## src/rtl/isa_pkg.sv

```systemverilog
// Shared ISA definitions for the multi-load/store expander: opcodes,
// instruction field positions, sequencer state type and micro-op builder.
package isa_pkg;

  localparam logic [3:0] OP_LW = 4'b0100;
  localparam logic [3:0] OP_SW = 4'b0101;
  localparam logic [3:0] OP_LM = 4'b0110;
  localparam logic [3:0] OP_SM = 4'b0111;

  localparam int unsigned OPC_HI  = 15;
  localparam int unsigned OPC_LO  = 12;
  localparam int unsigned RA_HI   = 11;
  localparam int unsigned RA_LO   = 9;
  localparam int unsigned RB_HI   = 8;
  localparam int unsigned RB_LO   = 6;
  localparam int unsigned IMM6_HI = 5;
  localparam int unsigned IMM6_LO = 0;

  typedef enum logic {
    IDLE = 1'b0,
    EMIT = 1'b1
  } seq_state_t;

  // Build one LW/SW micro-op: {op, Ri, RA, zero-extended offset}
  function automatic logic [15:0] make_uop(input logic       is_store,
                                           input logic [2:0] ri,
                                           input logic [2:0] ra,
                                           input logic [2:0] off);
    return {(is_store ? OP_SW : OP_LW), ri, ra, {3'b000, off}};
  endfunction

endpackage

```

## src/rtl/lowest_bit_enc.sv

```systemverilog
// 8-bit priority encoder: index of the lowest set bit plus a valid flag.
module lowest_bit_enc (
  input  logic [7:0] vec,
  output logic [2:0] idx,
  output logic       valid
);

  // Scan upward; the first set bit found wins
  always_comb begin
    idx   = '0;
    valid = 1'b0;
    for (int unsigned i = 0; i < 8; i++) begin
      if (vec[i] && !valid) begin
        idx   = 3'(i);
        valid = 1'b1;
      end
    end
  end

endmodule

```

## src/rtl/multi_seq.sv

```systemverilog
// LM/SM expander: replaces a load/store-multiple in IF/ID with a run of
// LW/SW micro-ops, one per set register-list bit, while freezing the PC.
// Optional micro-op counter enabled by defining MULTI_SEQ_STATS_EN.
module multi_seq
  import isa_pkg::*;
#(
  parameter int unsigned STAT_W = 16
) (
  input  logic              clk,
  input  logic              reset,
  input  logic [15:0]       pr1_IR,
  input  logic              stall,
  input  logic              flush,
  output logic [15:0]       new_IR_multi,
  output logic              IR_load_mux,
  output logic              multi_PCWrite,
  output logic              id_nop,
`ifdef MULTI_SEQ_STATS_EN
  output logic              busy,
  output logic [STAT_W-1:0] stat_count
`else
  output logic              busy
`endif
);

  seq_state_t state_q, state_d;
  logic [7:0] remain_q, remain_d;
  logic [2:0] offset_q, offset_d;
  logic [2:0] base_q, base_d;
  logic       kind_sm_q, kind_sm_d;

  logic [3:0] opcode;
  logic       is_multi;
  logic [7:0] enc_in;
  logic [2:0] enc_idx;
  logic       enc_valid;

  assign opcode   = pr1_IR[OPC_HI:OPC_LO];
  assign is_multi = (opcode == OP_LM) || (opcode == OP_SM);

  // One encoder serves both paths: the detect cycle looks at the incoming
  // list, EMIT looks at what is left of the latched list.
  assign enc_in = (state_q == EMIT) ? remain_q : pr1_IR[7:0];

  lowest_bit_enc u_enc (
    .vec   (enc_in),
    .idx   (enc_idx),
    .valid (enc_valid)
  );

  // Sequencer state and latched instruction fields
  always_ff @(posedge clk or negedge reset) begin
    if (!reset) begin
      state_q   <= IDLE;
      remain_q  <= '0;
      offset_q  <= '0;
      base_q    <= '0;
      kind_sm_q <= 1'b0;
    end else begin
      state_q   <= state_d;
      remain_q  <= remain_d;
      offset_q  <= offset_d;
      base_q    <= base_d;
      kind_sm_q <= kind_sm_d;
    end
  end

  // Next-state and fetch-override outputs; reset forces the idle values
  // combinationally so they do not wait for a clock edge.
  always_comb begin
    state_d       = state_q;
    remain_d      = remain_q;
    offset_d      = offset_q;
    base_d        = base_q;
    kind_sm_d     = kind_sm_q;
    new_IR_multi  = '0;
    IR_load_mux   = 1'b0;
    multi_PCWrite = 1'b1;
    id_nop        = 1'b0;
    busy          = 1'b0;

    if (!reset) begin
      // keep defaults
    end else if (flush) begin
      busy      = (state_q == EMIT);
      state_d   = IDLE;
      remain_d  = '0;
      offset_d  = '0;
      base_d    = '0;
      kind_sm_d = 1'b0;
    end else begin
      unique case (state_q)
        IDLE: begin
          if (is_multi) begin
            id_nop = 1'b1;
            if (enc_valid) begin
              IR_load_mux   = 1'b1;
              multi_PCWrite = 1'b0;
              new_IR_multi  = make_uop(opcode == OP_SM, enc_idx,
                                       pr1_IR[RA_HI:RA_LO], 3'd0);
              if (!stall) begin
                remain_d  = pr1_IR[7:0] & ~(8'b1 << enc_idx);
                offset_d  = 3'd1;
                base_d    = pr1_IR[RA_HI:RA_LO];
                kind_sm_d = (opcode == OP_SM);
                state_d   = (remain_d != '0) ? EMIT : IDLE;
              end
            end
          end
        end
        EMIT: begin
          busy          = 1'b1;
          IR_load_mux   = 1'b1;
          multi_PCWrite = 1'b0;
          new_IR_multi  = make_uop(kind_sm_q, enc_idx, base_q, offset_q);
          if (!stall) begin
            remain_d = remain_q & ~(8'b1 << enc_idx);
            offset_d = offset_q + 3'd1;
            if (remain_d == '0) state_d = IDLE;
          end
        end
        default: state_d = IDLE;
      endcase
    end
  end

`ifdef MULTI_SEQ_STATS_EN
  logic unused_ok;
  assign unused_ok = pr1_IR[RB_HI];

  // Count accepted micro-op loads, saturating at all-ones
  always_ff @(posedge clk or negedge reset) begin
    if (!reset) begin
      stat_count <= '0;
    end else if (IR_load_mux && !stall && (stat_count != '1)) begin
      stat_count <= stat_count + 1'b1;
    end
  end
`else
  logic unused_ok;
  assign unused_ok = ^{pr1_IR[RB_HI], STAT_W[0]};
`endif

endmodule

```

## config.mk

```make
export PLATFORM = sky130hd
export DESIGN_NAME = multi_seq
export DESIGN_NICKNAME = d
export VERILOG_FILES = /design/src/rtl/isa_pkg.sv /design/src/rtl/lowest_bit_enc.sv /design/src/rtl/multi_seq.sv
export SDC_FILE = /design/constraint.sdc
export NUM_CORES = 1
export LEC_CHECK = 0
export CAP_MARGIN = 25
export CORE_MARGIN = 1
export CORE_UTILIZATION = 45
export CTS_BUF_LIST = sky130_fd_sc_hd__clkbuf_8
export CTS_CLUSTER_DIAMETER = 60
export DETAILED_ROUTE_END_ITERATION = 16
export DONT_BUFFER_PORTS = 1
export HOLD_SLACK_MARGIN = 0.06
export PLACE_DENSITY = 0.67
export SLEW_MARGIN = 40
export SYNTH_ARGS = -nofsm -noshare
export SYNTH_HDL_FRONTEND = slang
export SYNTH_SLANG_ARGS = --single-unit
```

## constraint.sdc

```tcl
create_clock -name clk -period 3.07 [get_ports clk]
set_input_delay 0.4605 -clock clk [delete_from_list [all_inputs] [get_ports clk]]
set_output_delay 0.4605 -clock clk [all_outputs]
set_load 0.1 [all_outputs]
```

==> flow_summary_export.csv <==
group,metric,value,unit
global_routing,grt_busiest_layer,"met2",
clocking,cts_tree,"yes",
global_routing,grt_pass1_vias,1464,
global_routing,overflow,0,
detailed_routing,dr_wl_met3,231,um
critical_path,r2r_slack,0.39,ns
placed_design,dp.cells,233,
floorplan,row_count,20,
global_routing,grt_use_total,26.38,%
cells_and_area,drive_gt1_share,24.10,%
pwr,power_frac_seq,39.1,%
detailed_routing,top_layer,"met4",
floorplan,fp_util,47.02,%
critical_path,crit_path_top_delay_cell,"dfrtp_2",
pwr,total_power,631.9,uW
sta,drv_slew,0,
run,warning_count,28,
critical_path,cp_data_arrival_time,2.49,ns
synthesis,ys_sh_mux,4.745,%
cells_and_area,final_area,1812,um^2
pwr,power_switching,229.0,uW
critical_path,crit_path_frequent_cell,"buf_4",
pwr,swShare,36.23,%
clocking,cts_max_level,1,
placed_design,dpl_worst_slack,0.2429,ns
pwr,cellPowerDensity,348.8,nW/um^2
placed_design,gp_congestion,0.8896,
global_routing,grt_max_degree,17,
synthesis,top_area_share,28.12,%
outcome,status,"finished clean",
synthesis,ys_sh_xor,0,%
sta,rsz0062_at_grt,"false",
synthesis,yosysChipArea,1424,um^2
detailed_routing,firstDrtPassIters,4,
detailed_routing,viasPerCell,6.151,
synthesis,ys_sh_adder,0.8787,%
floorplan,die_x,58.25,um
critical_path,critPathMaxStageDelay,0.47,ns
synthesis,ys.flops,16,
[cell families (layout without fill, tap and decap cells)]
| group | after synthesis | in the layout |
|---|---|---|
| buffers and inverters | 27 | 38 |
| other | 1 | 5 |
| muxes | 6 | 6 |
| adders and majority gates | 1 | 1 |
| DFF | 16 | 16 |
| AOI/OAI and AO/OA | 66 | 66 |
| and+or+nand+nor | 63 | 63 |
[what timing repair did]
item,in CTS,in global routing
gates resized,0,3
hold endpoints to repair,16,0
cloned,0,0
endpoints found under the setup margin,4,10
buffers inserted,1,0
hold buffers,1,0
pin swaps,1,0
[layout make-up]
class | count | area share (%)
timing repair buffer | 19 | 14.23
multi-input combinational | 141 | 54.42
clock buffer | 4 | 3.039
tap | 44 | 3.039
inverter | 15 | 3.108
sequential | 16 | 22.17
### Close-up of the layout

Scale bar: 10 um. Window x 14 to 44, y 14 to 44 um. Cells in grey, sequential cells in the stronger grey; small squares are vias.
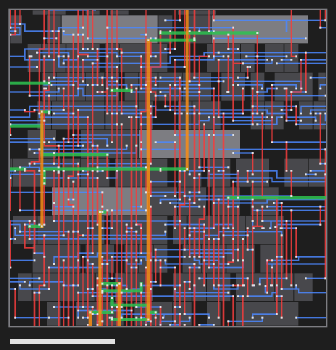
- blue: metal 1
- green: metal 3
- orange: metal 4
- red: metal 2
- cells with their middle in the window: 87
- most frequent: nand2_1 (12), nor2_1 (7), o21ai_0 (7)
- netlist names of flops here include: remain_q (2)
- sequential cells in the window: 4

### I/O nets highlighted

Scale bar: 20 um.
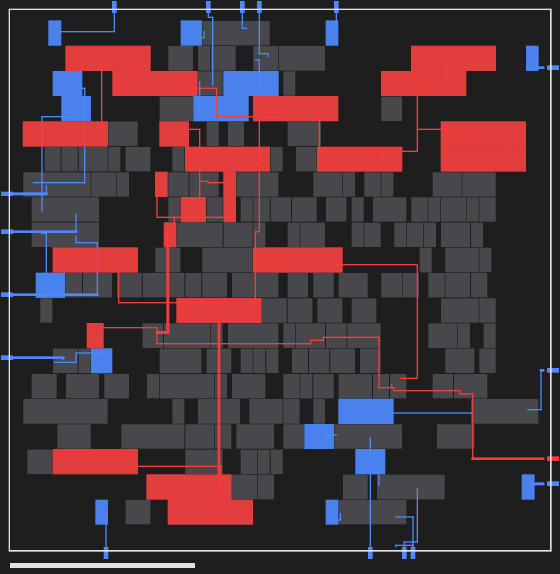
- blue: new_IR_multi (bits 16; direction output; edge 5 top, 4 bottom, 4 left, 3 right; end cells 16; buffers 11; wire 165 um)
- red: reset (bits 1; direction input; edge right; end cells 23; buffers 1; wire 274 um)
# port buffers: 0
Top-Level Pins: 40

### Clock routing

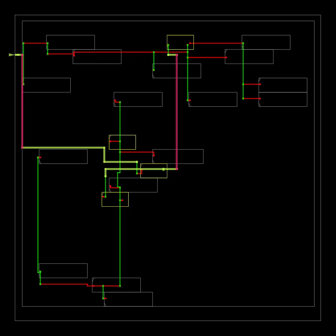
skew final: 0.002443 ns
clock sink total: 16
CTS buffer count: 3
Clk. pwr: 196 uW

Power is estimated from default activity; no workload was simulated.
